Cell area per tile:
21 x 21 tiles, from white (low) to dark blue (high), 0 to 100% covered.
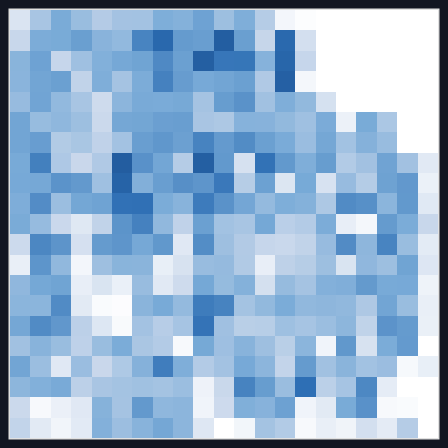
Routed metal, one colour a layer:
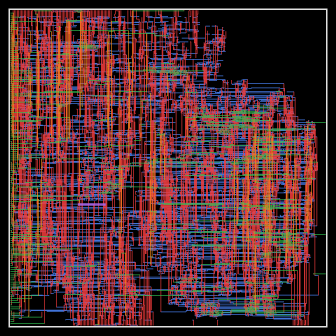
Logic cells by family:
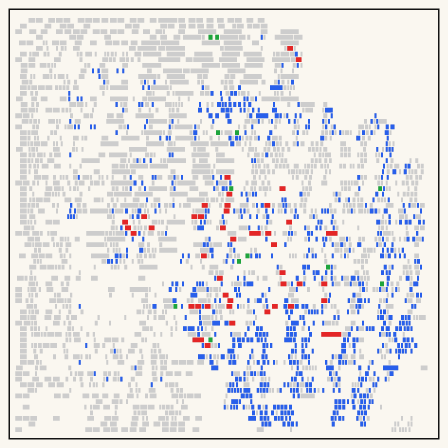
Routing congestion:
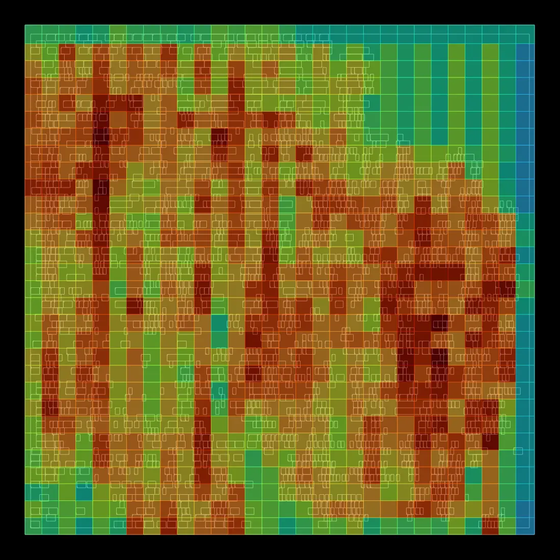
Metal 2:
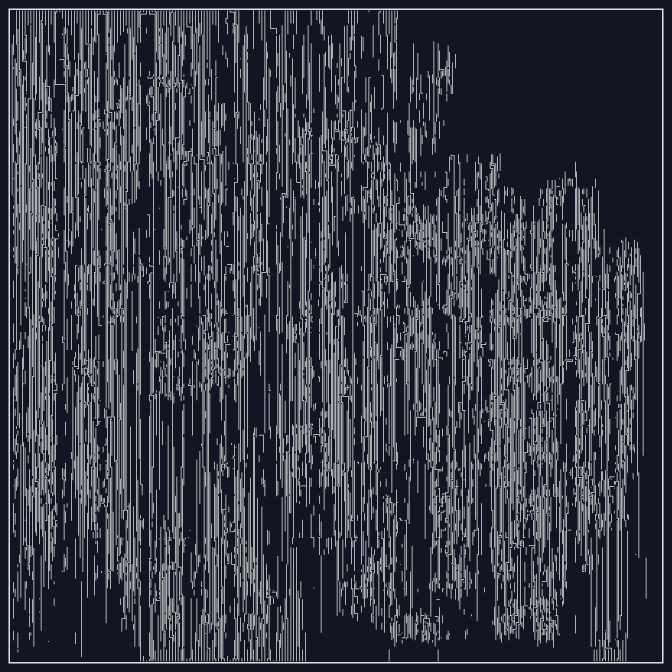
$ cat src/rtl/blk_arb_rr.sv
// Round-robin block arbiter: pulls framed blocks (CW + LEN words) from NFIFO channel FIFOs onto a 16-bit GTP word stream with comma fill.
// Optional trigger-word injection is built only when BLK_ARB_TRIG_EN is defined.
module blk_arb_rr #(
  parameter int          NFIFO    = 17,
  parameter int          LENBITS  = 9,
  parameter int          GAP      = 2,
  parameter logic [15:0] COMMA    = 16'h50BC,
  parameter logic [15:0] TRIGWORD = 16'h1CBC
) (
  input  logic                 clk,
  input  logic                 rst_n,
  input  logic [NFIFO-1:0]     fifo_have,
  output logic [NFIFO-1:0]     arb_want,
  input  logic [16*NFIFO-1:0]  datain,
  input  logic                 trig,
  output logic [15:0]          dataout,
  output logic                 kchar,
  output logic                 err_ovr,
  output logic                 err_undr
);

  localparam int SELW = (NFIFO > 1) ? $clog2(NFIFO) : 1;

  typedef enum logic [2:0] {S_IDLE, S_HEAD, S_WAITCW, S_BODY, S_GAP} state_e;

  state_e               state_q, state_d;
  logic [SELW-1:0]      sel_q, sel_d;
  logic [SELW-1:0]      last_q, last_d;
  logic [LENBITS-1:0]   rem_q, rem_d;
  logic [15:0]          cw_q, cw_d;
  logic                 cw_out_q, cw_out_d;
  logic                 vld_q, vld_d;
  logic [3:0]           gap_q, gap_d;
  logic [NFIFO-1:0]     arb_want_q, arb_want_d;
  logic [15:0]          dataout_q, dataout_d;
  logic                 kchar_q, kchar_d;
  logic                 err_ovr_q, err_ovr_d;
  logic                 err_undr_q, err_undr_d;

  logic [15:0]          word;
  logic [15:0]          fill_w;
  logic [SELW-1:0]      winner;
  logic                 found;
  int                   cand;

  assign word = datain[16*sel_q +: 16];

`ifdef BLK_ARB_TRIG_EN
  logic trig_q, pend_q, pend_d;

  // A trigger raised during a block waits for the next IDLE/GAP fill slot.
  always_comb begin
    pend_d = (pend_q & ~(state_q == S_IDLE || state_q == S_GAP)) | (trig & ~trig_q);
  end

  always_ff @(posedge clk or negedge rst_n) begin
    if (!rst_n) begin
      trig_q <= 1'b0;
      pend_q <= 1'b0;
    end else begin
      trig_q <= trig;
      pend_q <= pend_d;
    end
  end

  assign fill_w = pend_q ? TRIGWORD : COMMA;
`else
  logic unused_trig;
  assign unused_trig = trig ^ (^TRIGWORD);
  assign fill_w      = COMMA;
`endif

  // Round-robin search starting just after the last winner.
  always_comb begin
    winner = last_q;
    found  = 1'b0;
    cand   = 0;
    for (int i = 1; i <= NFIFO; i++) begin
      cand = (int'(last_q) + i >= NFIFO) ? int'(last_q) + i - NFIFO : int'(last_q) + i;
      if (!found && fifo_have[SELW'(cand)]) begin
        found  = 1'b1;
        winner = SELW'(cand);
      end
    end
  end

  always_comb begin
    // NOTE: every variable gets a default before the case so no path can infer a latch.
    state_d    = state_q;
    sel_d      = sel_q;
    last_d     = last_q;
    rem_d      = rem_q;
    cw_d       = cw_q;
    cw_out_d   = 1'b0;
    vld_d      = |arb_want_q;
    gap_d      = gap_q;
    arb_want_d = '0;
    dataout_d  = COMMA;
    kchar_d    = 1'b1;
    err_ovr_d  = 1'b0;
    err_undr_d = 1'b0;

    case (state_q)
      S_IDLE: begin
        dataout_d = fill_w;
        if (found) begin
          sel_d      = winner;
          last_d     = winner;
          arb_want_d = {{(NFIFO-1){1'b0}}, 1'b1} << winner;
          state_d    = S_HEAD;
        end
      end

      S_HEAD: state_d = S_WAITCW;

      S_WAITCW: begin
        if (!word[15]) begin
          err_ovr_d = 1'b1;
          gap_d     = '0;
          state_d   = S_GAP;
        end else begin
          // The CW is held one cycle so the body words follow it without a bubble.
          cw_d     = word;
          cw_out_d = 1'b1;
          state_d  = S_BODY;
          if (word[LENBITS-1:0] != '0) begin
            arb_want_d = {{(NFIFO-1){1'b0}}, 1'b1} << sel_q;
            rem_d      = word[LENBITS-1:0] - LENBITS'(1);
          end else begin
            rem_d = '0;
          end
        end
      end

      S_BODY: begin
        if (cw_out_q) begin
          dataout_d = cw_q;
          kchar_d   = 1'b0;
        end else if (vld_q) begin
          if (word[15]) begin
            err_undr_d = 1'b1;
            gap_d      = '0;
            state_d    = S_GAP;
          end else begin
            dataout_d = word;
            kchar_d   = 1'b0;
          end
        end
        if (state_d == S_BODY) begin
          if (rem_q != '0) begin
            arb_want_d = {{(NFIFO-1){1'b0}}, 1'b1} << sel_q;
            rem_d      = rem_q - LENBITS'(1);
          end else if (arb_want_q == '0) begin
            gap_d   = '0;
            state_d = S_GAP;
          end
        end
      end

      S_GAP: begin
        dataout_d = fill_w;
        if (gap_q == 4'(GAP - 1)) state_d = S_IDLE;
        else                      gap_d   = gap_q + 4'd1;
      end

      default: state_d = S_IDLE;
    endcase
  end

  always_ff @(posedge clk or negedge rst_n) begin
    if (!rst_n) begin
      state_q    <= S_IDLE;
      sel_q      <= '0;
      last_q     <= SELW'(NFIFO - 1);
      rem_q      <= '0;
      cw_q       <= '0;
      cw_out_q   <= 1'b0;
      vld_q      <= 1'b0;
      gap_q      <= '0;
      arb_want_q <= '0;
      dataout_q  <= COMMA;
      kchar_q    <= 1'b1;
      err_ovr_q  <= 1'b0;
      err_undr_q <= 1'b0;
    end else begin
      // NOTE: non-blocking assignments keep every register reading the pre-edge value of the others.
      state_q    <= state_d;
      sel_q      <= sel_d;
      last_q     <= last_d;
      rem_q      <= rem_d;
      cw_q       <= cw_d;
      cw_out_q   <= cw_out_d;
      vld_q      <= vld_d;
      gap_q      <= gap_d;
      arb_want_q <= arb_want_d;
      dataout_q  <= dataout_d;
      kchar_q    <= kchar_d;
      err_ovr_q  <= err_ovr_d;
      err_undr_q <= err_undr_d;
    end
  end

  assign arb_want = arb_want_q;
  assign dataout  = dataout_q;
  assign kchar    = kchar_q;
  assign err_ovr  = err_ovr_q;
  assign err_undr = err_undr_q;

endmodule

$ cat config.mk
export PLATFORM = sky130hd
export DESIGN_NAME = blk_arb_rr
export DESIGN_NICKNAME = d
export VERILOG_FILES = /design/src/rtl/blk_arb_rr.sv
export SDC_FILE = /design/constraint.sdc
export NUM_CORES = 1
export LEC_CHECK = 0
export ABC_AREA = 1
export ABC_CLOCK_PERIOD_IN_PS = 8670
export CAP_MARGIN = 20
export CORE_MARGIN = 2
export CORE_UTILIZATION = 30
export CTS_CLUSTER_SIZE = 40
export DETAILED_ROUTE_END_ITERATION = 10
export GPL_TIMING_DRIVEN = 0
export HOLD_SLACK_MARGIN = 0.02
export SLEW_MARGIN = 30
export SYNTH_ARGS = -nofsm -noshare
export SYNTH_HDL_FRONTEND = slang
export SYNTH_SLANG_ARGS = --single-unit
$ cat constraint.sdc
create_clock -name clk -period 8.67 [get_ports clk]
set_input_delay 1.3005 -clock clk [delete_from_list [all_inputs] [get_ports clk]]
set_output_delay 1.3005 -clock clk [all_outputs]
set_load 0.02 [all_outputs]
==> qor.yml <==
worst_setup_path:
  reg2reg_from: "sel_q[0]"
  required_ps: 8930
  path_class: "flip-flop to flip-flop"
  critPathLaunch: "sel_q[0]"
  arrival_ps: 8350
  cpLargestDelayFamily: "simple AND/OR/NAND/NOR gates"
  critPathCaptureType: "flip-flop"
  r2r_slack_ps: 570
route:
  ant_nets: 0
  drc_errors: 0
  viasPerCell: 5.631
  drt_pass1_iterations: 6
  drt-total-wl_um: 70000
placed_design:
  hpwl_um: 56240
  dp_slack_ps: -333.1
  io_buffers: 312
layout:
  sh_seq_area_pct: 11.51
  comb_share_pct: 55.34
  largestClassByArea: "multi-input combinational cells"
  layout-drive-gt1-share_pct: 5.413
  largest_reg_flops: 17
synthesis:
  yosysTopAreaCell: "nand2_1"
  synthArstFlopShare_pct: 100.0
  syn-num-nets: 2526
  edf_count: 0
run_status:
  outcome: "finished, final reports clean"
final_timing:
  slew_headroom_pct: 35.13
  drv_slew: 0
  setup_ws_ps: 571.8
global_routing:
  antenna_found_initial: 7
cts:
  cts_sinks: 76
About 'cell area per tile':
tiles over 75% full: 2.0%
nearly empty tiles: 9.3%
mean over tiles: 37%
fullest tile: 82%
emptiest ninth of the die: upper right
densest ninth of the die: top centre

About 'routed metal, one colour a layer':
legend:
  M1:
    colour: blue
    wire_length: 26.8 mm
  M5:
    colour: purple
    wire_length: 16.6 um
  M3:
    colour: green
    wire_length: 5150 um
  M2:
    colour: red
    wire_length: 34.1 mm
  M4:
    colour: orange
    wire_length: 3990 um

About 'logic cells by family':
legend:
  xor and xnor cells:
    colour: red
    cells: 43
    most_used: xor2_1
    where: centre
  nand cells:
    colour: blue
    cells: 763
    most_used: nand2_1
  and/or cells:
    colour: green
    cells: 12

About 'routing congestion':
average routed wire per standard cell: 22.81 um
met3 usage: 4.599%
total global-route track usage: 30.99%
M1 GR Usage: 35.82%
GR peak layer: met2

About 'metal 2':
longest straight run: 102 um
share of all routed wire: 49%
nets with wire on the layer: 2273
main direction: vertical
wire length on this layer: 34.1 mm

